===== config.mk =====
export PLATFORM = sky130hd
export DESIGN_NAME = decoder_scan_n_to_m
export DESIGN_NICKNAME = d
export VERILOG_FILES = /design/src/rtl/decoder_scan_n_to_m.sv
export SDC_FILE = /design/constraint.sdc
export NUM_CORES = 1
export LEC_CHECK = 0
export CORE_MARGIN = 8
export CORE_UTILIZATION = 30
export CTS_BUF_LIST = sky130_fd_sc_hd__clkbuf_2 sky130_fd_sc_hd__clkbuf_4 sky130_fd_sc_hd__clkbuf_8
export DETAILED_ROUTE_END_ITERATION = 8
export PLACE_DENSITY = 0.47
export REMOVE_ABC_BUFFERS = 1
export SYNTH_ARGS = -nofsm -noshare
export SYNTH_HDL_FRONTEND = slang
export SYNTH_SLANG_ARGS = --single-unit

===== constraint.sdc =====
create_clock -name clk -period 2.55 [get_ports clk]
set_input_delay 0.765 -clock clk [delete_from_list [all_inputs] [get_ports clk]]
set_output_delay 0.765 -clock clk [all_outputs]
set_load 0.02 [all_outputs]

===== src/rtl/decoder_scan_n_to_m.sv =====
// decoder_scan_n_to_m: registered N-to-2^N one-hot decoder with a scan mode.
// DECODE holds the one-hot line selected at load time; SCAN walks the line
// through all 2^N outputs, holding each for dwell+1 cycles.
// Optional macro DECODER_SCAN_DIR_EN adds a 'dir' input (0 = up, 1 = down)
// that is captured on load and sets the scan direction.
module decoder_scan_n_to_m #(
  parameter int N       = 3,
  parameter int DWELL_W = 4
) (
  input  logic              clk,
  input  logic              rst_n,
  input  logic              enable,
  input  logic              load,
  input  logic              mode,
  input  logic [N-1:0]      in,
  input  logic [DWELL_W-1:0] dwell,
`ifdef DECODER_SCAN_DIR_EN
  input  logic              dir,
`endif
  output logic [2**N-1:0]   out,
  output logic              valid,
  output logic              wrap,
  output logic              busy
);

  localparam int M = 2**N;

  localparam logic [N-1:0]       IDX_ONE  = 1;
  localparam logic [N-1:0]       IDX_LAST = '1;
  localparam logic [N-1:0]       IDX_ZERO = '0;
  localparam logic [DWELL_W-1:0] CNT_ONE  = 1;
  localparam logic [DWELL_W-1:0] CNT_ZERO = '0;

  typedef enum logic [1:0] {
    IDLE   = 2'd0,
    DECODE = 2'd1,
    SCAN   = 2'd2
  } state_t;

  state_t               state, state_nxt;
  logic [N-1:0]         idx, idx_nxt;
  logic [DWELL_W-1:0]   dwell_reg, dwell_nxt;
  logic [DWELL_W-1:0]   cnt, cnt_nxt;
  logic                 wrap_nxt;
  logic [M-1:0]         out_nxt;
  logic                 valid_nxt;
`ifdef DECODER_SCAN_DIR_EN
  logic                 dir_reg, dir_nxt;
`endif

  // State, datapath and output registers; everything visible is a flop output.
  always_ff @(posedge clk or negedge rst_n) begin
    if (!rst_n) begin
      state     <= IDLE;
      idx       <= '0;
      dwell_reg <= '0;
      cnt       <= '0;
      out       <= '0;
      valid     <= 1'b0;
      wrap      <= 1'b0;
`ifdef DECODER_SCAN_DIR_EN
      dir_reg   <= 1'b0;
`endif
    end else begin
      state     <= state_nxt;
      idx       <= idx_nxt;
      dwell_reg <= dwell_nxt;
      cnt       <= cnt_nxt;
      out       <= out_nxt;
      valid     <= valid_nxt;
      wrap      <= wrap_nxt;
`ifdef DECODER_SCAN_DIR_EN
      dir_reg   <= dir_nxt;
`endif
    end
  end

  // Next-state logic: enable gating wins over load, load wins over scan advance.
  always_comb begin
    state_nxt = state;
    idx_nxt   = idx;
    dwell_nxt = dwell_reg;
    cnt_nxt   = cnt;
    wrap_nxt  = 1'b0;
`ifdef DECODER_SCAN_DIR_EN
    dir_nxt   = dir_reg;
`endif
    if (!enable) begin
      state_nxt = IDLE;
    end else if (load) begin
      idx_nxt   = in;
      dwell_nxt = dwell;
      cnt_nxt   = dwell;
      state_nxt = mode ? SCAN : DECODE;
`ifdef DECODER_SCAN_DIR_EN
      dir_nxt   = dir;
`endif
    end else if (state == SCAN) begin
      if (cnt != CNT_ZERO) begin
        cnt_nxt = cnt - CNT_ONE;
      end else begin
        cnt_nxt = dwell_reg;
`ifdef DECODER_SCAN_DIR_EN
        if (dir_reg) begin
          idx_nxt  = idx - IDX_ONE;
          wrap_nxt = (idx == IDX_ZERO);
        end else begin
          idx_nxt  = idx + IDX_ONE;
          wrap_nxt = (idx == IDX_LAST);
        end
`else
        idx_nxt  = idx + IDX_ONE;
        wrap_nxt = (idx == IDX_LAST);
`endif
      end
    end
  end

  // Output decode from the next state so out switches directly line to line.
  always_comb begin
    out_nxt   = '0;
    valid_nxt = 1'b0;
    if (state_nxt != IDLE) begin
      out_nxt[idx_nxt] = 1'b1;
      valid_nxt        = 1'b1;
    end
  end

  assign busy = (state == SCAN);

endmodule


run_1/met1.png
Scale bar: 20 um.
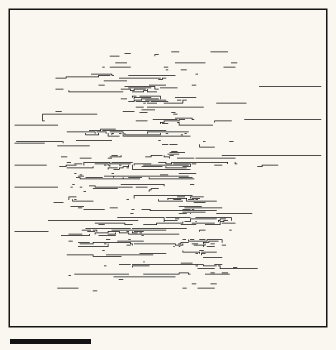
share of all routed wire	52%
main direction	horizontal
longest straight run	24.4 um
nets with wire on the layer	137
wire length on this layer	1310 um

run_1/met2.png
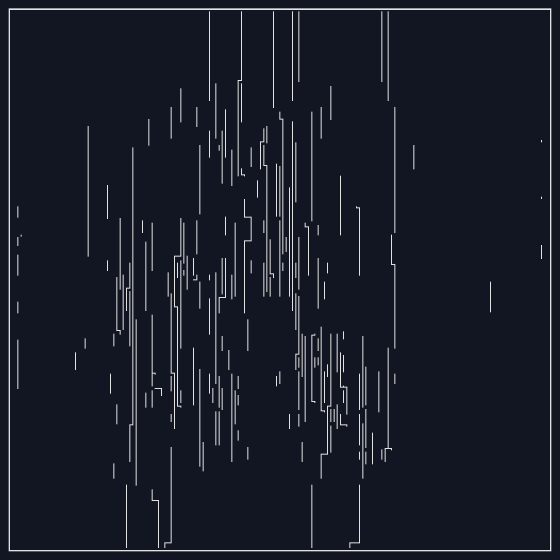
longest straight run	40.0 um
share of all routed wire	45%
nets with wire on the layer	119
main direction	vertical

run_1/met3.png
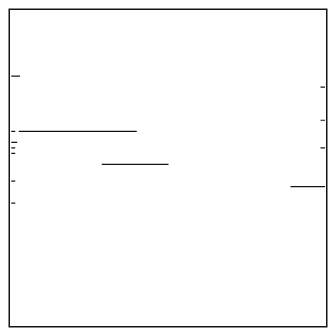
main direction	horizontal
wire length on this layer	61.9 um
nets with wire on the layer	12
longest straight run	28.8 um

==> flow_metrics.tcl, run 1 <==
# metrics dict for downstream scripts
set metrics [dict create \
    max_freq_mhz 445 \
    sh_comb_area_pct 34.0 \
    cts_num_sinks 23 \
    ff_latch_area_sq_um 576 \
    p_switching_mw 0.256 \
    ys_sh_xor_pct 0.764 \
    synthSimpleGateAreaFrac_pct 15.4 \
    htreeDepth 1 \
    timing.final.crit_share_pct 88.1 \
    hold_path.class "reg -> reg" \
    path_clk_slew_ps 80 \
    signal_buffers 29 \
    die_width_um 77.8 \
    postSynthSeqShare_pct 50.2 \
    yosys-top-cells-area "dfrtp_1 (50%), o221ai_4 (4.6%), nor3_1 (3.9%)" \
    ys_cells 100 \
    fin_tns_setup_ps 0 \
    rrSetupSlack_ps 400 \
    dp_hpwl_um 1940 \
    routed_via_density 4.79 \
    comb_area_sq_um 504 \
    slowest_delay_ps 640 \
    lay_top_count "dfrtp_1" \
    setup_violations 0 \
    drc 0 \
    cp.arrival_ps 1480 \
    status "finished clean" \
    postRouteAntennaNets 0 \
    io_pins 23 \
    synth_area_leader_cell "dfrtp_1" \
    cts_resized 0 \
    ys_types 37 \
    grt_overflow 0 \
    ys_warn_count 0 \
    p_leak_nw 0.618 \
    rsz0062_at_grt "no" \
    cts_tree "done" \
    seqPwrFrac_pct 50.2 \
    dieArea_sq_mm 0.00605 \
    wire_per_inst_um 14.3 \
    top_area_share_pct 50.2 \
    grt_pass1_wl_um 4480 \
    num-nonclk-inverters 7 \
    lay_top_cells "dfrtp_1 (23), clkdlybuf4s50_1 (22), nand2_1 (10)" \
    antenna_found_initial 0 \
    r2r-end "out[0]$_DFF_PN0_" \
    switching_share_pct 29.3 \
    numCtsBuffers 3 \
    hold_viol 0 \
    startpoint_type "register" \
    drv_cap 0 \
    cts-root-buf "clkbuf_8" \
    final_nets 145 \
    power_frac_clock_pct 25.5 \
    synth_chip_area_sq_mm 0.00115 \
    ys.flops 23 \
    synthTopLogicFamily "AND-OR/OR-AND gates" \
    syn_area_per_cell_sq_um 11.5 \
    drtIter0Drc 53 \
    vias 848 \
    slew_viol_final 0 \
    synthAoiAreaFrac_pct 20.7 \
    min_path_cells 2 \
    clk_latency_ps 260 \
    fillers 369 \
    worst_path_max_delay_cell "clkdlybuf4s50_1" \
    track_usage_pct 9.01 \
    grt_max_degree 24 \
    crit_fanout 3 \
    fp_util_pct 31.3 \
    worst_pin_slew_ps 383 \
]
[run 1: worst max-delay path by stage]
stage / end / slack (ps) / depth (start not counted)
floorplan: out[5]$_DFF_PN0_ / 630 / 6
global placement: out[4]$_DFF_PN0_ / 140 / 6
global route: out[0]$_DFF_PN0_ / 230 / 8
finish: busy / 300 / 2
CTS: busy / 270 / 2
detailed placement: out[0]$_DFF_PN0_ / 110 / 6
[run 1: power groups by stage]
stage / Sequential, mW / Combinational (mW) / Clock, mW
after detailed placement: 0.446 / 0.215 / 0
after CTS: 0.438 / 0.216 / 0.234
after global placement: 0.445 / 0.213 / 0
after floorplan: 0.448 / 0.124 / 0
after global routing: 0.445 / 0.236 / 0.255
final: 0.439 / 0.213 / 0.223
[run 1: stage by stage]
stage	hold WS [ps]	util, %	instances	setup WS (ps)	area (sq um)
final	490	40.6	177	303	1490
after global routing	525	40.6	177	230	1490
after CTS	495	40.6	177	268	1490
after detailed placement	474	39.3	173	108	1440
after global placement	465	39.3	173	143	1440
after floorplan	441	-	96	631	1110
[run 1: metal layers]
layer  track usage (%)  up-vias  share of wire, %
li1                  -      427                 -
met1              12.1      406                52
met2              13.7       13                45
met3              1.84        2               2.4
met4              3.58        0              0.51
met5                 0        -                 0
[run 1: synthesized netlist by cell type (all sizes together)]
cell type / instances
a21boi: 1
a21oi: 6
a32oi: 1
and2: 1
buf: 2
clkbuf: 2
dfrtp: 23
ha: 3
inv: 7
mux2: 3
mux2i: 1
nand2: 11
nand3: 2
nor2: 1
nor2b: 1
nor3: 9
nor3b: 2
nor4b: 1
o211a: 1
o21ai: 4
o21bai: 1
o221ai: 3
o22a: 3
o22ai: 5
o31a: 1
o31ai: 1
o41ai: 1
or2: 2
xnor2: 1
--- run 2 (diff from run 1) ---
Settings changed: RECOVER_POWER set to 25, SKIP_LAST_GASP set to 1.
==> flow_metrics.tcl, run 2 <==
# metrics dict for downstream scripts
set metrics [dict create \
    numCtsBuffers 3 \
    cts_num_sinks 23 \
    ys_warn_count 0 \
    nClkBuffers 3 \
    ys_cells 100 \
    largest_cell_class "sequential cells" \
    drtIter0Drc 53 \
    switching_share_pct 29.3 \
    top_area_share_pct 50.2 \
    crit_cells 2 \
    clk_latency_ps 260 \
    fp_util_pct 31.3 \
    routed_via_density 4.78 \
    place_congestion 0.731 \
    route.met3.wl_um 61 \
    powerDensity_mw_per_mm2 590 \
    slew_viol_final 0 \
    path_clk_slew_ps 80 \
    synth_area_leader_cell "dfrtp_1" \
    hold_path.class "reg -> reg" \
    buffer_area_share_pct 18.2 \
    startpoint_type "register" \
    setup_slack_ps 303 \
    wire_per_inst_um 14.3 \
    total_power_mw 0.874 \
    firstDrtPassIters 4 \
    highest_layer "met4" \
    status "finished clean" \
    wl_met2_um 1140 \
    postRouteAntennaNets 0 \
    cts-root-buf "clkbuf_8" \
    seqPwrFrac_pct 50.2 \
    synth-main-ff-cell "dfrtp_1" \
    synth.top_cells.by_count "dfrtp_1 (23), nand2_1 (10), nor3_1 (9), a21oi_1 (6)" \
    grt_max_degree 24 \
    crit_fanout 3 \
    postSynthSeqShare_pct 50.2 \
    vias 846 \
    top_cell "dfrtp_1" \
    grt_overflow 0 \
    synth_chip_area_sq_mm 0.00115 \
    fin_tns_setup_ps 0 \
    gr-usage-met2_pct 13.7 \
    cp_data_required_time_ps 1790 \
    clk_path_buf_depth 2 \
    async_reset_ff_share_pct 100 \
    n_tap_cell 48 \
    drv_cap 0 \
    grt_use_met1_pct 12.1 \
    fin_crit_ps 2250 \
    p_switching_mw 0.256 \
    numPortBuffers 22 \
    lay_top_cells "dfrtp_1 (23), clkdlybuf4s50_1 (21), nand2_1 (10)" \
    setup_violations 0 \
    max_freq_mhz 445 \
    wl_met1_um 1320 \
    die_width_um 77.8 \
    post-place-ws_ps 108 \
    p_int_mw 0.617 \
    skew_ps 2.07 \
    syn_area_per_cell_sq_um 11.5 \
    yosys-top-cells-area "dfrtp_1 (50%), o221ai_4 (4.6%), nor3_1 (3.9%)" \
    cp.arrival_ps 1480 \
    slowest_delay_ps 640 \
    cts_tree "done" \
    power_frac_clock_pct 25.5 \
    final_nets 145 \
    dp_hpwl_um 1940 \
    drc 0 \
    htreeDepth 1 \
    worst_pin_slew_ps 1260 \
    antenna_found_initial 0 \
    edf_count 0 \
    finalWirelength_um 2530 \
    comb_area_sq_um 504 \
    signal_buffers 29 \
    num-nonclk-inverters 7 \
    timing.final.crit_share_pct 88.1 \
    grt_pass1_vias 916 \
    rsz0062_at_grt "no" \
    cts_resized 0 \
    hold_viol 0 \
    p_leak_nw 0.614 \
    lay_top_count "dfrtp_1" \
    ff_latch_area_sq_um 576 \
    grt_pass1_wl_um 4480 \
    reg2regPathDepth 8 \
    final_util_pct 40.5 \
    dieArea_sq_mm 0.00605 \
    ys.flops 23 \
    irDropWorstVdd_v 0.000219 \
    min_path_cells 2 \
    worst_path_max_delay_cell "clkdlybuf4s50_1" \
    ys_types 37 \
    sh_comb_area_pct 34.0 \
    grt.busiest_layer "met2" \
    io_pins 23 \
    fillers 370 \
    cts_setup_buffers 0 \
    ctsHoldBuffers 0 \
    seq_area_share_pct 38.9 \
    worstSetupEndpointType "output port" \
]
-- run 2: metrics by stage --
step           instance area [sq um]  hold WS, ps  cells
5_1_grt                         1480          525    177
3_3_place_gp                    1440          465    173
4_1_cts                         1490          495    177
2_1_floorplan                   1110          441     96
6_report                        1480          490    177
3_5_place_dp                    1440          474    173
-- run 2: path summary, 6_finish.rpt --
kind | startpoint | endpoint | slack, ps
worst max-delay path | state[0]$_DFF_PN0_ | busy | 300
worst min-delay path | dwell_reg[2]$_DFFE_PN0P_ | dwell_reg[2]$_DFFE_PN0P_ | 490
max in group asynchronous | rst_n | idx[2]$_DFF_PN0_ | 520
worst max register to register | cnt[0]$_DFFE_PN0P_ | out[0]$_DFF_PN0_ | 400
min in group asynchronous | rst_n | dwell_reg[1]$_DFFE_PN0P_ | 1290
worst min register to register | dwell_reg[2]$_DFFE_PN0P_ | dwell_reg[2]$_DFFE_PN0P_ | 490
-- run 2: power groups by stage --
stage | Combinational (mW) | Clock [mW] | Sequential (mW)
3_5_place_dp | 0.215 | 0 | 0.446
3_3_place_gp | 0.213 | 0 | 0.445
2_1_floorplan | 0.124 | 0 | 0.448
6_report | 0.212 | 0.223 | 0.439
5_1_grt | 0.235 | 0.255 | 0.445
4_1_cts | 0.216 | 0.234 | 0.438
-- run 2: cells by family (layout without fill, tap and decap cells) --
group	Yosys count	after routing	share of synthesized area [%]
muxes	4	4	3.82
and+or+nand+nor	30	30	15.4
DFF	23	23	50.2
AOI/OAI and AO/OA	28	28	20.7
adders and majority gates	3	3	3.28
buffers and inverters	11	40	5.79
xor gates and xnor gates	1	1	0.764
-- run 2: worst register-to-register path, stage by stage, from the launching register on --
cell,delay [ps]
dfrtp_1,440
inv_1,80
ha_1,220
nor3b_4,400
nand3_4,140
o22a_4,230
o221ai_4,230
inv_2,90
nor3_1,230
run_2/final_congestion.png
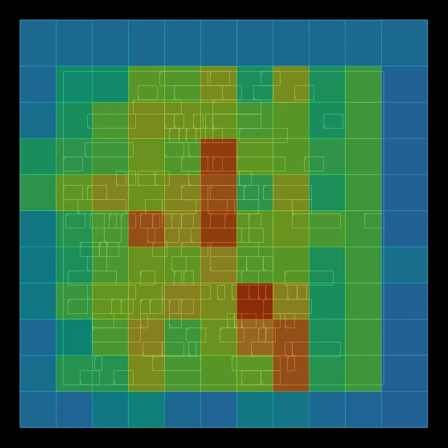
routing usage on met3: 1.84%
Total GRT Usage: 9.01%

run_2/port_nets.png
Scale bar: 20 um.
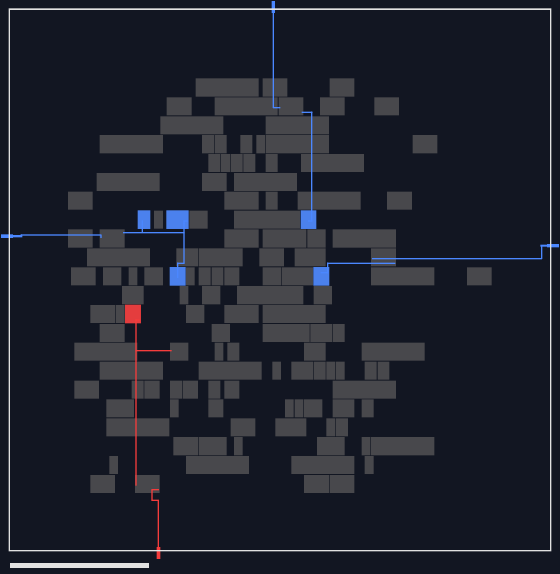
port	color	direction	end cells	buffers	wire
busy	red	output	1	1	39.5 um
in	blue	input	5	3	104 um

Power and IR drop assume default switching activity.
